Design if_fetch_stage, sky130hd; sources not shown.
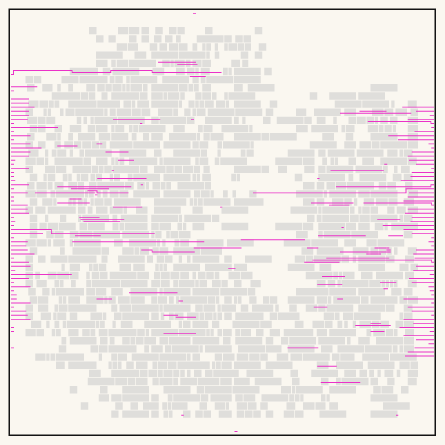
(run_1/met3.png)
Drawn at 3 px/um.
main direction: horizontal
wire length on this layer: 1510 um
routed wire length: 22600 um
via count: 6604

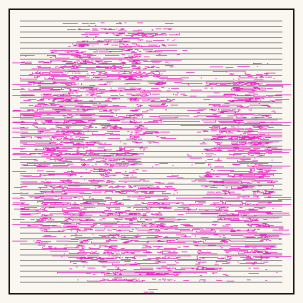
(run_1/met1.png)
Drawn at 2 px/um. Supply wires on this layer in grey.
main direction: horizontal
wire length on this layer: 9170 um
longest straight run: 54.7 um
met1 global-route usage: 29.1%

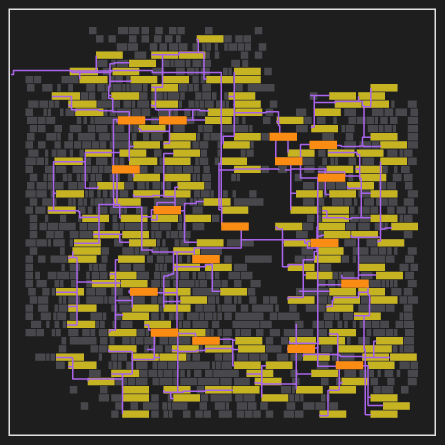
(run_1/clock_map.png)
Drawn at 3 px/um.
legend:
  flip-flops:
    colour: yellow
    count: 165
  clock wires:
    colour: purple
    length: 1950 um
  cells driving clock nets:
    colour: orange
    count: 17
routed clock nets: 18
flops lie: all over the die
clock group share of total power: 26.7%
clock insertion delay at the later pin of the skew report: 0.43 ns
clk pwr: 3450 uW

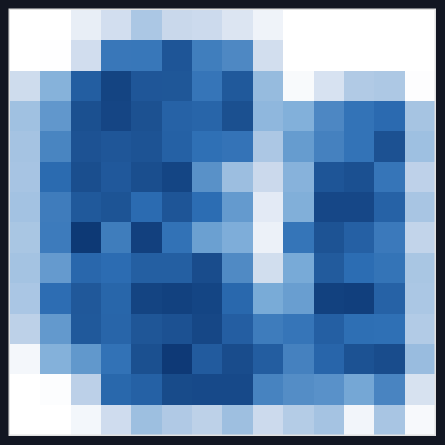
(run_1/density.png)
Drawn at 3 px/um. The die is cut into 14 by 14 equal tiles; white is low, dark blue is high, 0 to 100% covered.
mean over tiles: 55%
emptiest ninth of the die: north-east
fullest tile: 97%
nearly empty tiles: 9.7%
tiles over 75% full: 38%
core area: 0.0171 mm2
share of the core filled with cells in the final layout: 66.2%
core utilization at floorplan: 45.5%

==> flow_metrics.rpt, run 1 <==
FLOW METRICS REPORT
----------------------------------------------------
[CTS]
  Master cell of the clock root buffer ........................ clkbuf_16
  Post_cts resized ........................ between 50 and 60
  Clock buffer depth ........................ 2
  CTS tree ........................ done
  Inserted Clock Buffers ........................ 17
  Post-CTS Setup Bufs ........................ 2
  CTS clk-pin slew, worst paths ........................ roughly 0.060 ns
  Number of H-tree levels ........................ 4
  Clock Sink Count ........................ around 170

[Global routing]
  Via count of the first global-routing pass ........................ between 6000 and 7000
  Pin count of the biggest net entering global routing ........................ 144
  Grt total ovfl ........................ 0
  Met2 Usage GRT ........................ 34.4%
  Busiest layer in global routing ........................ met2
  Grt met3 use ........................ about 4.9%
  Number of antenna violations at the first check in global routing ........................ 0

[Synth]
  MUX area fraction ........................ about a tenth
  Ranking of synthesized cells by area ........................ dfrtp_1 53%, mux2_2 9.4%, nand2_1 5.9%
  Synth Area in Adders ........................ less than 1%
  Register bit total from synthesis ........................ approximately 170
  Netlist cell types ........................ between 40 and 50
  Number of nets at floorplan ........................ ~830
  Cell count listed in synth_stat.txt ........................ 749
  Seq/Total Area, Yosys ........................ between 50% and 60%
  Top flip-flop cell by instance count after synthesis ........................ dfrtp_1
  Synth cell count leaders ........................ 165 x dfrtp_1, 122 x nand2_1, 78 x o21ai_0
  Area fraction in compound gates after synthesis ........................ 10.5%
  Top-count cell post-synth ........................ dfrtp_1
  Yosys chip area ........................ a little under 0.008 mm2
  Library cell occupying the most area in the post-synthesis netlist ........................ dfrtp_1
  Main logic family after synthesis ........................ simple AND/OR/NAND/NOR gates
  Xor and xnor area share after synthesis ........................ about 6%
  Number of instances in the synthesized netlist ........................ between 700 and 800
  Area fraction of the dominant cell type after synthesis ........................ a little over half
  Fraction of registers with async set/reset ........................ 100%

[Routing]
  Post-route antenna net violation count ........................ 0
  Average wire length per cell after detail routing ........................ 18.5 um
  DRC violation count after routing ........................ 0
  Sum of routed wire segments on met1 ........................ just over 9000 um
  Drt via density ........................ between 5 and 6
  Pre-antenna DRT Iters ........................ 5
  Number of violations reported at the end of detailed-routing iteration 0 ........................ 445
  Max Used Layer ........................ met4

[Cells and area]
  Sequential cell area ........................ 0.00416 mm2
  Most frequent standard cell in the layout excluding fill and tap cells ........................ buf_4
  Number of non-clock buffers ........................ ~290
  Non-filler instance count after layout ........................ roughly 1200
  Logic area ........................ 0.00359 mm2
  Layout cell share with drive strength beyond 1 ........................ between 30% and 40%
  Seq area share ........................ between 30% and 40%
  Dominant logic cell types in the final layout ........................ 165 x buf_4, 144 x dfrtp_1, 117 x nand2_1, 67 x clkdlybuf4s50_1, 62 x mux2_2
  Number of fill cells ........................ around 1300
  Number of flip-flops and latches ........................ about 170
  Synth-to-Final Area Change ........................ 45.5%
  Number of logic gates ........................ 496
  Non-clk buf share ........................ 23.1%
  Logic share of the area ........................ about a third
  Layout clock area frac ........................ roughly 5.5%
  Antenna diode count ........................ 0
  Inverters ........................ 16

[Worst setup path]
  Crit path arrival time ........................ around 2.4 ns
  Crit path max-delay cell type ........................ or4_4
  R2R cell count ........................ 8
  Type of the worst setup path ........................ flip-flop to flip-flop
  Critical Path RT ........................ about 2.2 ns
  Number of logic stages on the critical path including buffering ........................ 8
  Largest fanout on the critical path ........................ 7
  Flop-to-flop setup slack ........................ -0.19 ns
  Cell class contributing the biggest share of worst-path delay ........................ simple AND/OR/NAND/NOR gates

[Timing]
  Part of the cycle the worst path needs ........................ 109%
  Relative max-transition margin ........................ between 40% and 50%
  Final setup TNS ........................ -1.63 ns
  RSZ-0062 raised after global routing ........................ true
  Pin slew with the least headroom to its limit ........................ between 0.7 and 0.8 ns
  Maximum clock rate ........................ 457 MHz
  Final setup margin ........................ -0.187 ns
  Number of max-slew violations in the final report ........................ 0
  Number of failing setup endpoints in the final timing report ........................ just under 50

[Flow run]
  OpenROAD warnings ........................ 33
  Number of max-cap violations ........................ 0

[Die]
  Vertical die dimension ........................ approximately 140 um
  Die span in x ........................ roughly 140 um
  Chip area ........................ between 0.02 and 0.025 mm2
  Tapcell Cnt ........................ 225
  Placement row count ........................ around 48
  Top-level I/O count ........................ 201

[Power]
  Final Total Pwr ........................ approximately 13000 uW
  Net switching power ........................ 4700 uW
  Power attributed to combinational cells ........................ between 4000 and 5000 uW
  Power Density ........................ between 1000 and 1500 mW/mm2
  Power in sequential cells ........................ about 5100 uW
  Cell-internal power ........................ just over 8000 uW
  Top contributor to total power ........................ registers
  Part of the power in combinational logic ........................ between 30 and 40%
  Proportion of total power due to net switching ........................ a little over a third
  Sequential fraction of design power ........................ between 30% and 40%
  Static Leakage ........................ between 0.005 and 0.006 uW

[Worst hold path]
  Type of the worst min-delay path ........................ input pin to async pin

[Placement]
  Placed cell count ........................ 1169
  Final GP Congestion ........................ around 0.84

[Status]
  Violated checks ........................ negative setup slack
  Status ........................ finished, violations left

----------------------------------------------------
==> run 2: changes to the inputs <==
--- a/config.mk
+++ b/config.mk
@@ -5,6 +5,7 @@
 export SDC_FILE = /design/constraint.sdc
 export NUM_CORES = 1
 export LEC_CHECK = 0
+export CAP_MARGIN = 20
 export CORE_MARGIN = 5
 export CORE_UTILIZATION = 45
 export CTS_CLUSTER_SIZE = 14
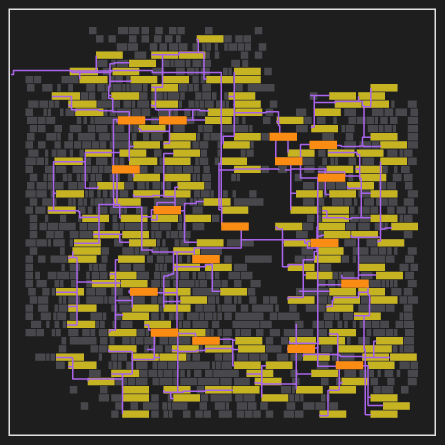
(run_2/clock_map.png)
Drawn at 3 px/um.
legend:
  clock wires:
    colour: purple
    length: 1950 um
  flip-flops:
    colour: yellow
    count: 165
  cells driving clock nets:
    colour: orange
    count: 17
flops lie: all over the die

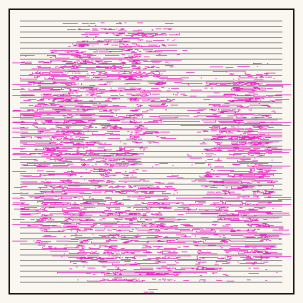
(run_2/met1.png)
Drawn at 2 px/um. Supply wires on this layer in grey.
share of all routed wire: 41%
longest straight run: 54.7 um

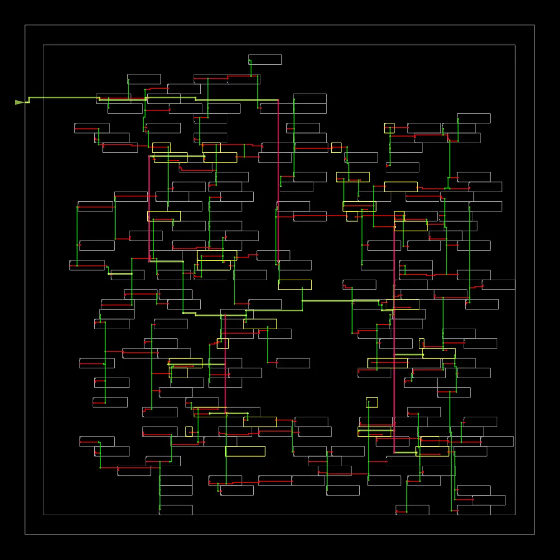
(run_2/final_clocks.png)
number of flip-flops and latches: 165
Inserted Clock Buffers: 17
clock buffer count in the final layout: 22
Clock Sink Count: 165

==> run 2 against run 1 <==
  * The run still ends with negative setup slack left
  * Critical path type unchanged
  * Critical endpoint unchanged
  * Synthesized cell count did not move
  * Via count did not move
  * Global-route usage did not move
==> flow_metrics.rpt, run 2 <==
FLOW METRICS REPORT
----------------------------------------------------
[Synth]
  Main logic family after synthesis ........................ simple AND/OR/NAND/NOR gates
  Top flip-flop cell by instance count after synthesis ........................ dfrtp_1
  Register bit total from synthesis ........................ 165
  Top-count cell post-synth ........................ dfrtp_1
  Xor and xnor area share after synthesis ........................ between 5 and 6%
  Number of nets at floorplan ........................ just over 800
  Fraction of registers with async set/reset ........................ 100%
  Ranking of synthesized cells by area ........................ dfrtp_1 53%, mux2_2 9.4%, nand2_1 5.9%
  Library cell occupying the most area in the post-synthesis netlist ........................ dfrtp_1
  Area fraction of the dominant cell type after synthesis ........................ 53.0%
  Synth cell count leaders ........................ 165 x dfrtp_1, 122 x nand2_1, 78 x o21ai_0
  Netlist cell types ........................ approximately 43
  Area fraction in compound gates after synthesis ........................ between 10% and 20%
  Cell count listed in synth_stat.txt ........................ roughly 750
  Seq/Total Area, Yosys ........................ ~53%

[Worst setup path]
  Flop-to-flop setup slack ........................ -0.19 ns
  Number of logic stages on the critical path including buffering ........................ 8
  Largest fanout on the critical path ........................ 7
  R2R cell count ........................ 8
  Critical Path RT ........................ about 2.2 ns
  Crit path max-delay cell type ........................ or4_4
  Crit path arrival time ........................ ~2.4 ns

[Die]
  Core utilization at floorplan ........................ 45.5%
  Placement row count ........................ approximately 48
  Die span in x ........................ between 100 and 150 um
  Tapcell Cnt ........................ approximately 230
  Top-level I/O count ........................ ~200

[Timing]
  Maximum clock rate ........................ ~460 MHz
  Number of max-slew violations in the final report ........................ 0
  Pin slew with the least headroom to its limit ........................ approximately 0.77 ns
  Number of failing setup endpoints in the final timing report ........................ about 49
  RSZ-0062 raised after global routing ........................ true
  Final setup margin ........................ -0.187 ns
  Relative max-transition margin ........................ 49.0%

[CTS]
  Master cell of the clock root buffer ........................ clkbuf_16
  Number of H-tree levels ........................ 4
  Clock insertion delay at the later pin of the skew report ........................ 0.43 ns
  Post-CTS Setup Bufs ........................ 2
  CTS clk-pin slew, worst paths ........................ about 0.060 ns

[Global routing]
  Busiest layer in global routing ........................ met2
  Pin count of the biggest net entering global routing ........................ approximately 140
  Grt met3 use ........................ about 4.9%
  Number of antenna violations at the first check in global routing ........................ 0
  Via count of the first global-routing pass ........................ roughly 6500

[Status]
  Violated checks ........................ negative setup slack
  Status ........................ finished, violations left

[Routing]
  Average wire length per cell after detail routing ........................ between 15 and 20 um
  Sum of routed wire segments on met1 ........................ 9170 um
  Pre-antenna DRT Iters ........................ 5

[Worst hold path]
  Type of the worst min-delay path ........................ input pin to async pin

[Cells and area]
  Logic share of the area ........................ between 30% and 40%
  Dominant logic cell types in the final layout ........................ 165 x buf_4, 144 x dfrtp_1, 117 x nand2_1, 67 x clkdlybuf4s50_1, 62 x mux2_2
  Share of the core filled with cells in the final layout ........................ ~66%
  Synth-to-Final Area Change ........................ 45.5%
  Logic area ........................ 0.00359 mm2

[Flow run]
  Number of max-cap violations ........................ 0
  OpenROAD warnings ........................ 33

[Power]
  Clk pwr ........................ roughly 3500 uW
  Clock group share of total power ........................ 26.7%
  Top contributor to total power ........................ registers
  Cell-internal power ........................ 8210 uW
  Net switching power ........................ approximately 4700 uW
  Power Density ........................ around 1100 mW/mm2

[Placement]
  Placed cell count ........................ about 1200
  Final GP Congestion ........................ approximately 0.84

----------------------------------------------------
No activity file was given, so power comes from the tool's default toggle rates.
